==> config.mk <==
export PLATFORM = sky130hd
export DESIGN_NAME = pipe_stage_reg
export DESIGN_NICKNAME = d
export VERILOG_FILES = /design/src/rtl/pipe_pkg.sv /design/src/rtl/pipe_slot.sv /design/src/rtl/pipe_stage_reg.sv
export SDC_FILE = /design/constraint.sdc
export NUM_CORES = 1
export LEC_CHECK = 0
export CAP_MARGIN = 20
export CORE_MARGIN = 8
export CORE_UTILIZATION = 51
export DETAILED_ROUTE_END_ITERATION = 7
export PLACE_DENSITY = 0.87
export RECOVER_POWER = 50
export SKIP_LAST_GASP = 1
export SLEW_MARGIN = 10
export SYNTH_ARGS = -nofsm -noshare
export SYNTH_HDL_FRONTEND = slang
export SYNTH_SLANG_ARGS = --single-unit
export TNS_END_PERCENT = 30
==> constraint.sdc <==
create_clock -name clock -period 2.1 [get_ports clock]
set_input_delay 0.42 -clock clock [delete_from_list [all_inputs] [get_ports clock]]
set_output_delay 0.42 -clock clock [all_outputs]
set_load 0.02 [all_outputs]
==> src/rtl/pipe_pkg.sv <==
// Shared defaults and state encoding for the generic pipeline stage register.
package pipe_pkg;

    localparam int INS_W_DEF  = 32;
    localparam int PC_W_DEF   = 12;
    localparam int DATA_W_DEF = 32;

    localparam logic [31:0] NOP_INS_DEF = 32'h0;

    typedef enum logic [1:0] {
        ST_EMPTY = 2'd0,
        ST_ONE   = 2'd1,
        ST_FULL  = 2'd2
    } pipeState_t;

endpackage

==> src/rtl/pipe_slot.sv <==
// One storage slot of a pipeline stage: a valid bit plus a payload register.
module pipe_slot #(
    parameter int WIDTH = 8
) (
    input  logic             clock,
    input  logic             reset,
    input  logic             load,
    input  logic             clear,
    input  logic [WIDTH-1:0] dIn,
    output logic             valid,
    output logic [WIDTH-1:0] q
);

    // Clear only drops the valid bit; the payload keeps its stale value.
    always_ff @(posedge clock) begin
        if (reset) begin
            valid <= 1'b0;
            q     <= '0;
        end else if (clear) begin
            valid <= 1'b0;
        end else if (load) begin
            valid <= 1'b1;
            q     <= dIn;
        end
    end

endmodule

==> src/rtl/pipe_stage_reg.sv <==
// Generic pipeline stage register with valid/ready handshake, optional skid slot,
// flush-to-bubble and NOP instruction injection while empty.
module pipe_stage_reg
    import pipe_pkg::*;
#(
    parameter int                 INS_W    = INS_W_DEF,
    parameter int                 PC_W     = PC_W_DEF,
    parameter int                 DATA_W   = DATA_W_DEF,
    parameter int                 NUM_DATA = 2,
    parameter int                 FLAG_W   = 3,
    parameter logic [INS_W-1:0]   NOP_INS  = INS_W'(NOP_INS_DEF),
    parameter int                 SKID     = 1
) (
    input  logic                       clock,
    input  logic                       reset,
    input  logic                       flush,
    input  logic                       in_valid,
    output logic                       in_ready,
    input  logic [INS_W-1:0]           in_ins,
    input  logic [PC_W-1:0]            in_pc,
    input  logic [NUM_DATA*DATA_W-1:0] in_data,
    input  logic [FLAG_W-1:0]          in_flags,
    output logic                       out_valid,
    input  logic                       out_ready,
    output logic [INS_W-1:0]           out_ins,
    output logic [PC_W-1:0]            out_pc,
    output logic [NUM_DATA*DATA_W-1:0] out_data,
    output logic [FLAG_W-1:0]          out_flags,
    output logic [1:0]                 occupancy
);

    localparam int DATA_ALL = NUM_DATA * DATA_W;
    localparam int PAY_W    = INS_W + PC_W + DATA_ALL + FLAG_W;
    localparam int PC_LSB   = DATA_ALL + FLAG_W;

    pipeState_t       state, stateNext;
    logic             inReadyReg;
    logic             inFire, outFire;
    logic             mainValid, skidValid;
    logic             mainLoad, mainClear, skidLoad, skidClear;
    logic [PAY_W-1:0] inPayload, mainD, mainQ, skidQ;

    assign inPayload = {in_ins, in_pc, in_data, in_flags};

    // With the skid slot the ready is a pure flop; without it ready looks through to out_ready.
    assign in_ready = (SKID != 0) ? inReadyReg : (!mainValid || out_ready);
    assign inFire   = in_valid && in_ready;
    assign outFire  = mainValid && out_ready;

    always_comb begin
        stateNext = state;
        mainLoad  = 1'b0;
        mainClear = 1'b0;
        skidLoad  = 1'b0;
        skidClear = 1'b0;
        mainD     = inPayload;
        if (flush) begin
            mainClear = 1'b1;
            skidClear = 1'b1;
            stateNext = ST_EMPTY;
        end else begin
            case (state)
                ST_EMPTY: begin
                    if (inFire) begin
                        mainLoad  = 1'b1;
                        stateNext = ST_ONE;
                    end
                end
                ST_ONE: begin
                    if (inFire && outFire) begin
                        mainLoad = 1'b1;
                    end else if (inFire) begin
                        skidLoad  = 1'b1;
                        stateNext = ST_FULL;
                    end else if (outFire) begin
                        mainClear = 1'b1;
                        stateNext = ST_EMPTY;
                    end
                end
                ST_FULL: begin
                    if (outFire) begin
                        mainLoad  = 1'b1;
                        mainD     = skidQ;
                        skidClear = 1'b1;
                        stateNext = ST_ONE;
                    end
                end
                default: stateNext = ST_EMPTY;
            endcase
        end
    end

    always_ff @(posedge clock) begin
        if (reset) begin
            state      <= ST_EMPTY;
            inReadyReg <= 1'b1;
        end else begin
            state      <= stateNext;
            inReadyReg <= (stateNext != ST_FULL);
        end
    end

    pipe_slot #(.WIDTH(PAY_W)) mainSlot (
        .clock (clock),
        .reset (reset),
        .load  (mainLoad),
        .clear (mainClear),
        .dIn   (mainD),
        .valid (mainValid),
        .q     (mainQ)
    );

    generate
        if (SKID != 0) begin : genSkid
            pipe_slot #(.WIDTH(PAY_W)) skidSlot (
                .clock (clock),
                .reset (reset),
                .load  (skidLoad),
                .clear (skidClear),
                .dIn   (inPayload),
                .valid (skidValid),
                .q     (skidQ)
            );
        end else begin : genNoSkid
            assign skidValid = 1'b0;
            assign skidQ     = '0;
        end
    endgenerate

    assign out_valid = mainValid;
    assign out_ins   = mainValid ? mainQ[PAY_W-1 -: INS_W] : NOP_INS;
    assign out_pc    = mainQ[PC_LSB +: PC_W];
    assign out_data  = mainQ[FLAG_W +: DATA_ALL];
    assign out_flags = mainQ[FLAG_W-1:0];
    assign occupancy = skidValid ? 2'd2 : (mainValid ? 2'd1 : 2'd0);

endmodule

Register map, names as in the netlist:
Other sequential cells in the stronger grey, the rest of the logic in the fainter grey.
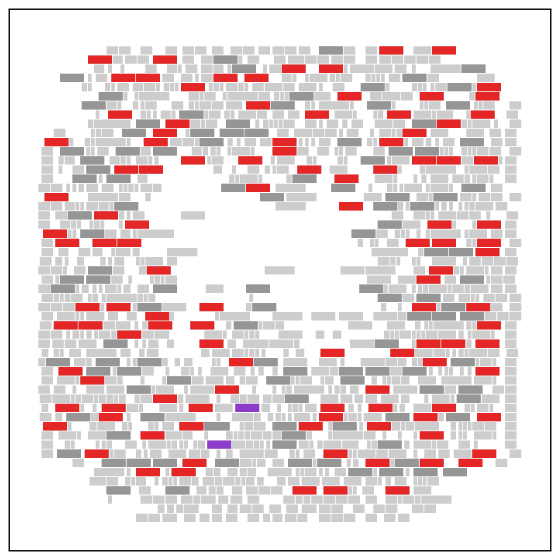
legend:
  purple:
    netlist_name: state
    sequential_cells: 2
  red:
    netlist_name: mainSlot.q
    sequential_cells: 111
    where: widely spread
not coloured: 114
Flop+latch power: 4.62 mW
sequential cell area share: 33.5%
Flop area: 4550 um2
Finished Core Util: 66.8%

Cell placement:
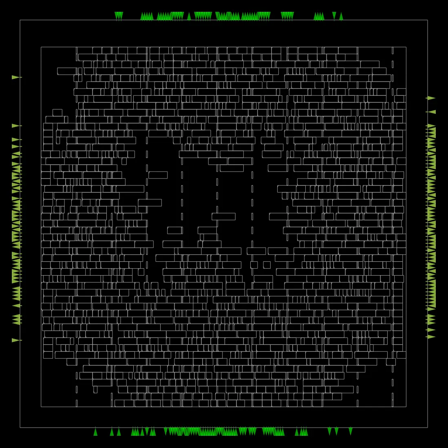
final std cells w/o fill: 1559
# rows: 52
Core Region: 20300 um2

==> results_slide.txt <==
Key Metrics from the Run

Yosys
  – Cell taking the most area after synthesis: dfxtp_1
  – Post-synth ARST share: 0%
  – Yosys Warn Count: 0
  – Netlist cell types: 29
  – Main logic family after synthesis: AND-OR/OR-AND gates
  – Post-synth regs: between 200 and 250
  – Commonest flop: dfxtp_1
  – Post-Syn Instances: between 1000 and 1500

Detailed routing
  – Wire length on met3: 1860 um
  – Initial DRC Count: around 540
  – Remaining antenna violation count: 0
  – First-pass DRT Iterations: 4

Finish
  – # fillers: between 1500 and 2000
  – Ratio of cells with drive above 1 in the final layout: between 10 and 15%
  – Logic Gate Count: 726
  – Largest regs: genSkid.skidSlot.q: 111 flops, mainSlot.q: 111 flops, state: 2 flops
  – Area growth syn-to-layout: 27.7%

Min path
  – Hold Path Sink: genSkid.skidSlot.q[17]$_SDFFE_PP0P_
  – Hold Path Cell Cnt: 2

Timing
  – Final worst path period share: 108%
  – Max transition margin: 46.4%
  – Worst Slack Setup Final: -0.169 ns
  – Final setup fails: 20
  – Slew at the pin closest to its max-slew limit: 0.804 ns

CTS
  – TritonCTS clock tree: built
  – Clock Tree Buf Depth: 3
  – Clock-pin slew on the worst setup and hold paths: roughly 0.060 ns

Placed design
  – Dpl cells: ~1500
  – Post-DP HPWL: 19300 um
  – Final GP Congestion: ~0.89
  – Placed Area: 12800 um2

Floorplan
  – Die width: around 160 um

Global route
  – Met3 Use GR: approximately 4.5%
  – Antenna violations before repair: 0
  – Vias in the first global route: between 9000 and 10000
  – First-pass GRT wire length: approximately 46000 um

Setup path
  – CP Capture Type: primary output
  – R2r endpoint: mainSlot.q[48]$_SDFFE_PP0P_

Status
  – Violated checks: setup timing
  – Status: complete, but fails checks

Power
  – Power Clock: 4.49 mW
  – Int Pwr: approximately 8 mW
  – Register share of total power: between 40% and 50%

Job
  – Max Cap Viol: 0
Layout detail:
Scale bar: 20 um. Window x 15 to 65, y 15 to 65 um. Cells in grey, sequential cells in the stronger grey; small squares are vias.
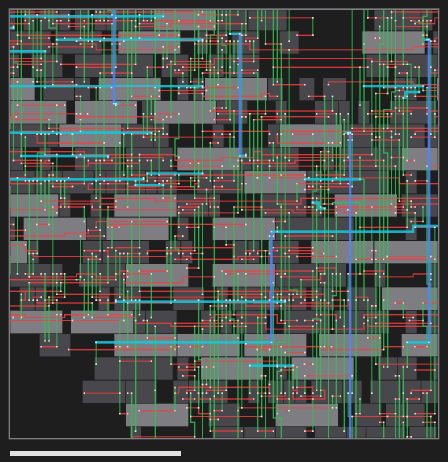
legend:
  green:
    layer: metal 2
  red:
    layer: metal 1
  blue:
    layer: metal 4
  cyan:
    layer: metal 3
most frequent: dfxtp_1 (34), nand2_1 (30), nor2_1 (21)
sequential cells in the window: 35
cells with their middle in the window: 177
netlist names of flops here include: genSkid.skidSlot.q (16), mainSlot.q (16)

Wire density map:
Scale bar: 50 um. 32 x 32 tiles, from black (low) to pale yellow (high), scaled to the fullest tile. Values are wire area over tile area, all layers added.
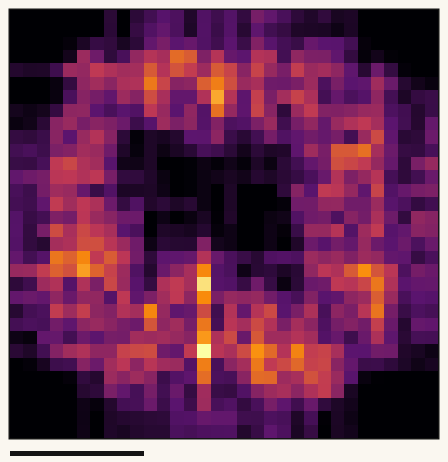
emptiest ninth of the die: centre
tiles over half the peak: 10%
fullest tile: 0.72
mean over tiles: 0.18
nearly empty tiles: 15%
Vias: 8721
Routed Wire Length: 28700 um
GR Util All Layers: 21.3%

No activity file was given, so power comes from the tool's default toggle rates.
